## src/rtl/icache_pkg.sv

```systemverilog
// Shared types and address-field helpers for the direct-mapped instruction cache.
package icache_pkg;

    typedef enum logic {
        ST_IDLE = 1'b0,
        ST_FILL = 1'b1
    } state_t;

    localparam int LINE_WORDS = 4;
    localparam int OFFSET_W   = 2;

    // Results are 16 bits wide; callers narrow them to the field width they need.
    function automatic logic [15:0] addr_tag(input logic [15:0] a, input int index_w);
        return a >> (index_w + OFFSET_W);
    endfunction

    function automatic logic [15:0] addr_index(input logic [15:0] a, input int index_w);
        return (a >> OFFSET_W) & ((16'd1 << index_w) - 16'd1);
    endfunction

    function automatic logic [OFFSET_W-1:0] addr_offset(input logic [15:0] a);
        return a[OFFSET_W-1:0];
    endfunction

endpackage

```

## src/rtl/icache_tag_array.sv

```systemverilog
// Valid bits and tags for each cache line, with the combinational hit compare.
module icache_tag_array
    import icache_pkg::*;
#(
    parameter int NUM_LINES = 8,
    parameter int INDEX_W   = 3,
    parameter int TAG_W     = 11
) (
    input  logic               clk,
    input  logic               reset_n,
    input  logic [INDEX_W-1:0] lookup_index,
    input  logic [TAG_W-1:0]   lookup_tag,
    output logic               hit,
    input  logic               write_en,
    input  logic [INDEX_W-1:0] write_index,
    input  logic [TAG_W-1:0]   write_tag,
    input  logic               write_valid,
    input  logic               invalidate
);

    logic [NUM_LINES-1:0] valid;
    logic [TAG_W-1:0]     tags [NUM_LINES];

    // A fill write in the same cycle as invalidate wins for its own line.
    always_ff @(posedge clk) begin
        if (!reset_n) begin
            valid <= '0;
        end else begin
            if (invalidate)
                valid <= '0;
            if (write_en)
                valid[write_index] <= write_valid;
        end
    end

    always_ff @(posedge clk) begin
        if (write_en)
            tags[write_index] <= write_tag;
    end

    assign hit = valid[lookup_index] && (tags[lookup_index] == lookup_tag);

endmodule

```

## src/rtl/instr_cache.sv

```systemverilog
// Direct-mapped read-only instruction cache: same-cycle hits, 4-beat line refill on a miss.
module instr_cache
    import icache_pkg::*;
#(
    parameter int NUM_LINES = 8
) (
    input  logic        clk,
    input  logic        reset_n,
    input  logic        req,
    input  logic [15:0] addr,
    output logic [15:0] rdata,
    output logic        ready,
    input  logic        invalidate,
    output logic        mem_req,
    output logic [15:0] mem_addr,
    input  logic        mem_ack,
    input  logic [15:0] mem_rdata,
    output logic [15:0] hit_count,
    output logic [15:0] miss_count
);

    localparam int INDEX_W = $clog2(NUM_LINES);
    localparam int TAG_W   = 16 - INDEX_W - OFFSET_W;

    state_t state, state_next;

    logic [1:0]  beat;
    logic        abort;
    logic        replay;
    logic [13:0] base_line;
    logic [15:0] data_mem [NUM_LINES*LINE_WORDS];

    logic [TAG_W-1:0]    lookup_tag;
    logic [INDEX_W-1:0]  lookup_index;
    logic [OFFSET_W-1:0] lookup_offset;
    logic [TAG_W-1:0]    base_tag;
    logic [INDEX_W-1:0]  base_index;

    logic hit;
    logic access;
    logic lookup_hit;
    logic miss_start;
    logic fill_beat;
    logic fill_done;

    assign lookup_tag    = TAG_W'(addr_tag(addr, INDEX_W));
    assign lookup_index  = INDEX_W'(addr_index(addr, INDEX_W));
    assign lookup_offset = addr_offset(addr);
    assign base_tag      = base_line[13:INDEX_W];
    assign base_index    = base_line[INDEX_W-1:0];

    assign access     = (state == ST_IDLE) && req;
    assign lookup_hit = access && hit;
    assign miss_start = access && !hit;
    assign fill_beat  = (state == ST_FILL) && mem_ack;
    assign fill_done  = fill_beat && (beat == 2'd3);

    icache_tag_array #(
        .NUM_LINES (NUM_LINES),
        .INDEX_W   (INDEX_W),
        .TAG_W     (TAG_W)
    ) u_tag_array (
        .clk          (clk),
        .reset_n      (reset_n),
        .lookup_index (lookup_index),
        .lookup_tag   (lookup_tag),
        .hit          (hit),
        .write_en     (fill_done),
        .write_index  (base_index),
        .write_tag    (base_tag),
        .write_valid  (!abort && !invalidate),
        .invalidate   (invalidate)
    );

    always_ff @(posedge clk) begin
        if (!reset_n)
            state <= ST_IDLE;
        else
            state <= state_next;
    end

    always_comb begin
        state_next = state;
        case (state)
            ST_IDLE: if (miss_start) state_next = ST_FILL;
            ST_FILL: if (fill_done)  state_next = ST_IDLE;
            default: state_next = ST_IDLE;
        endcase
    end

    always_comb begin
        ready    = 1'b0;
        mem_req  = 1'b0;
        mem_addr = 16'd0;
        rdata    = 16'd0;
        case (state)
            ST_IDLE: begin
                ready = !req || hit;
                if (lookup_hit)
                    rdata = data_mem[{lookup_index, lookup_offset}];
            end
            ST_FILL: begin
                mem_req  = 1'b1;
                mem_addr = {base_line, beat};
            end
            default: ;
        endcase
    end

    // Replay lasts exactly one IDLE cycle: the one right after fill completion.
    always_ff @(posedge clk) begin
        if (!reset_n) begin
            beat   <= 2'd0;
            abort  <= 1'b0;
            replay <= 1'b0;
        end else begin
            replay <= fill_done;
            if (miss_start) begin
                beat  <= 2'd0;
                abort <= 1'b0;
            end else if (state == ST_FILL) begin
                if (mem_ack)
                    beat <= beat + 2'd1;
                if (invalidate)
                    abort <= 1'b1;
            end
        end
    end

    always_ff @(posedge clk) begin
        if (miss_start)
            base_line <= addr[15:2];
    end

    always_ff @(posedge clk) begin
        if (fill_beat)
            data_mem[{base_index, beat}] <= mem_rdata;
    end

    always_ff @(posedge clk) begin
        if (!reset_n) begin
            hit_count  <= 16'd0;
            miss_count <= 16'd0;
        end else begin
            if (lookup_hit && !replay)
                hit_count <= hit_count + 16'd1;
            if (miss_start)
                miss_count <= miss_count + 16'd1;
        end
    end

endmodule

```

## config.mk

```make
export PLATFORM = sky130hd
export DESIGN_NAME = instr_cache
export DESIGN_NICKNAME = d
export VERILOG_FILES = /design/src/rtl/icache_pkg.sv /design/src/rtl/icache_tag_array.sv /design/src/rtl/instr_cache.sv
export SDC_FILE = /design/constraint.sdc
export NUM_CORES = 1
export LEC_CHECK = 0
export ABC_AREA = 1
export CAP_MARGIN = 20
export CORE_UTILIZATION = 63
export CTS_CLUSTER_SIZE = 40
export DETAILED_ROUTE_END_ITERATION = 8
export DONT_BUFFER_PORTS = 1
export HOLD_SLACK_MARGIN = 0.12
export PLACE_DENSITY = 0.79
export SLEW_MARGIN = 5
export SYNTH_ARGS = -nofsm -noshare
export SYNTH_HDL_FRONTEND = slang
export SYNTH_SLANG_ARGS = --single-unit
```

## constraint.sdc

```tcl
create_clock -name clk -period 2.95 [get_ports clk]
set_clock_uncertainty 0.1 [all_clocks]
set_input_delay 0.59 -clock clk [delete_from_list [all_inputs] [get_ports clk]]
set_output_delay 0.59 -clock clk [all_outputs]
set_load 0.03 [all_outputs]
```

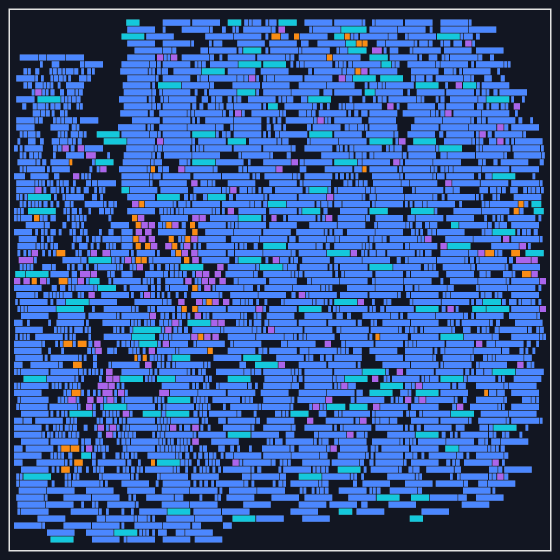
(images/sizing.png)
legend:
  x6 and larger:
    colour: cyan
    cells: 119
    share: 4.7%
  x1 and smaller:
    colour: blue
    cells: 2220
    share: 87%
  x2:
    colour: orange
    cells: 54
    share: 2.1%
  x3 and x4:
    colour: purple
    cells: 155
    share: 6.1%
bufs w/o clock: 212
Area Overhead vs Synth: 16.2%
fin area: 31800 um^2
PnR worst setup slack: -358 ps

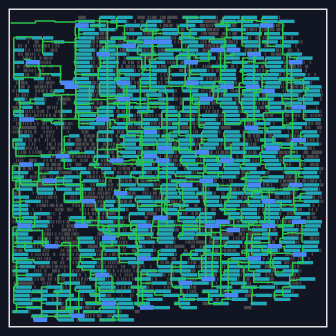
(images/clock_wires.png)
legend:
  clock wires:
    colour: green
    length: 7000 um
  clock-net drivers:
    colour: blue
    count: 67
  flip-flops:
    colour: cyan
    count: 659
routed clock nets: 68
flops lie: spread over the die
Clk. pwr: 8.12 mW
Clock Latency Late Sink: 590 ps

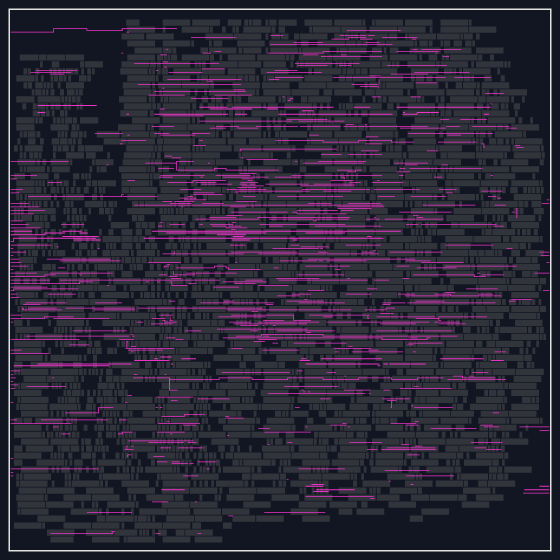
(images/m3.png)
main direction: horizontal
share of all routed wire: 9.8%
longest straight run: 96.6 um
wire length on this layer: 6940 um
Vias: 19416
met3 usage: 0.0641
WL final: 70900 um

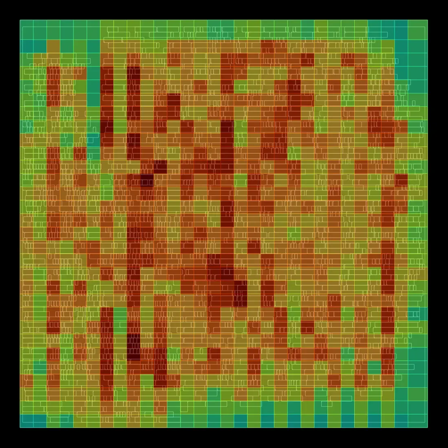
(images/congestion_map.png)
GR peak layer: met2
grt met2 use: 0.536

==> impl_metrics.json <==
{
  "timing.rr.start": "hit_count[1]",
  "hold_buffers": 32,
  "fillers": 2587,
  "drv_cap": 0,
  "swShare": 0.212,
  "slew_viol_final": 0,
  "post_cts_resized": 8,
  "end_kind": "primary output",
  "die_h_um": 210,
  "register_area_um2": 19300,
  "edf_count": 614,
  "finalWorstSetupSlack_ps": -358,
  "top_cell": "nand2_1",
  "drt_iter0_markers": 2469,
  "drc_errors": 0,
  "wl_met2_um": 34900,
  "top_power_group": "registers",
  "syn_area_per_cell_um2": 11.5,
  "crit_start": "addr[0]",
  "vias_per_cell": 6.21,
  "netlist.area_leader.share": 0.675,
  "vdd_drop_max_uv": 546,
  "portBuffers": 0,
  "ff2ff_setup_slack_ps": 470,
  "wl_met1_um": 26300,
  "dp_hpwl_um": 39500,
  "antenna_found_initial": 0,
  "highest_layer": "met4",
  "hold_viol_final": 0,
  "fp_nets": 2413,
  "grt_max_degree": 258,
  "crit_fanout": 257,
  "slowest_stage": "o311ai_0",
  "ioPinCount": 103,
  "violations": "negative setup slack",
  "powerDensity_nw_per_um2": 615,
  "path_cells": "inv_6, buf_4, buf_4, a21oi_1, o311ai_0, a21oi_1, nor3_2, buf_4",
  "nNetsFinal": 2548,
  "r2r_end": "hit_count[15]",
  "setup_viol": 17,
  "place.gp.congestion": 0.858,
  "ys_async_sr_fraction": 0,
  "p_switching_mw": 4.15,
  "top_cells_by_area": "edfxtp_1 67%, nand2_1 9.0%, a21oi_1 4.7%, dfxtp_1 3.3%, nand3_1 2.3%",
  "clkSinkCount": 659,
  "grt_overflow": 0,
  "clk_path_buf_depth": 3,
  "clk_pin_slew_ps": 60,
  "met3WireLength_um": 6940,
  "insertedDiodeCount": 0,
  "final_layout_size_suffix_gt1_frac": 0.129,
  "outcome": "finished, violations left",
  "power.total_mw": 19.5,
  "cp_top_family": "buffers and inverters",
  "grt_pass1_vias": 19142,
  "min_period_ps": 3310
}
[flip-flops by register name (all words and copies together) (netlist names)]
name and flops:
u_tag_array.tags 88, u_tag_array.valid 8, replay 1, abort 1, data_mem 512, base_line 14
hit_count 16, miss_count 16, state 1, beat 2
[metal layers]
| metal | vias up | GRT usage |
|---|---|---|
| li1 | 8681 | - |
| met1 | 9399 | 0.420 |
| met2 | 1135 | 0.536 |
| met3 | 201 | 0.0641 |
| met4 | 0 | 0.134 |
| met5 | - | 0 |
[final cells by class]
type	count	share of cell area
repair buffers	212	0.0652
clock inverters	27	0.00741
flip-flops and latches	659	0.609
well taps	577	0.0227
multi-input cells	1420	0.220
inverters	145	0.0177
clock buffers	85	0.0576
[worst min path at each step]
stage | startpoint | to | slack [ps] | cells after the start
after floorplan | abort | abort | 350 | 2
after global placement | abort | abort | 370 | 2
after detailed placement | abort | abort | 380 | 2
after CTS | reset_n | abort | 120 | 2
after global routing | reset_n | abort | 130 | 2
final | reset_n | abort | 130 | 2
[metrics by stage]
step	hold slack, ps	area [um^2]	instances	util	setup TNS (ps)
floorplan	352	27400	2370	-	-1410
global placement	365	29100	2969	0.687	-912
detailed placement	375	29100	2969	0.687	-1700
CTS	124	31500	3114	0.745	-4490
global route	129	31800	3125	0.750	-6630
finish	131	31800	3125	0.750	-4360
[logic make-up (layout without fill, tap and decap cells)]
family | count (synthesis) | in the layout | share of synthesized area
AND-OR/OR-AND | 417 | 417 | 0.0955
XOR/XNOR | 14 | 14 | 0.00449
adder cells (fa/ha/maj) | 6 | 6 | 0.00275
buffers and inverters | 291 | 469 | 0.0424
flip-flops | 659 | 659 | 0.708
AND/OR/NAND/NOR | 983 | 983 | 0.147
Power figures rest on the tool's default switching activity, not on a simulated workload.
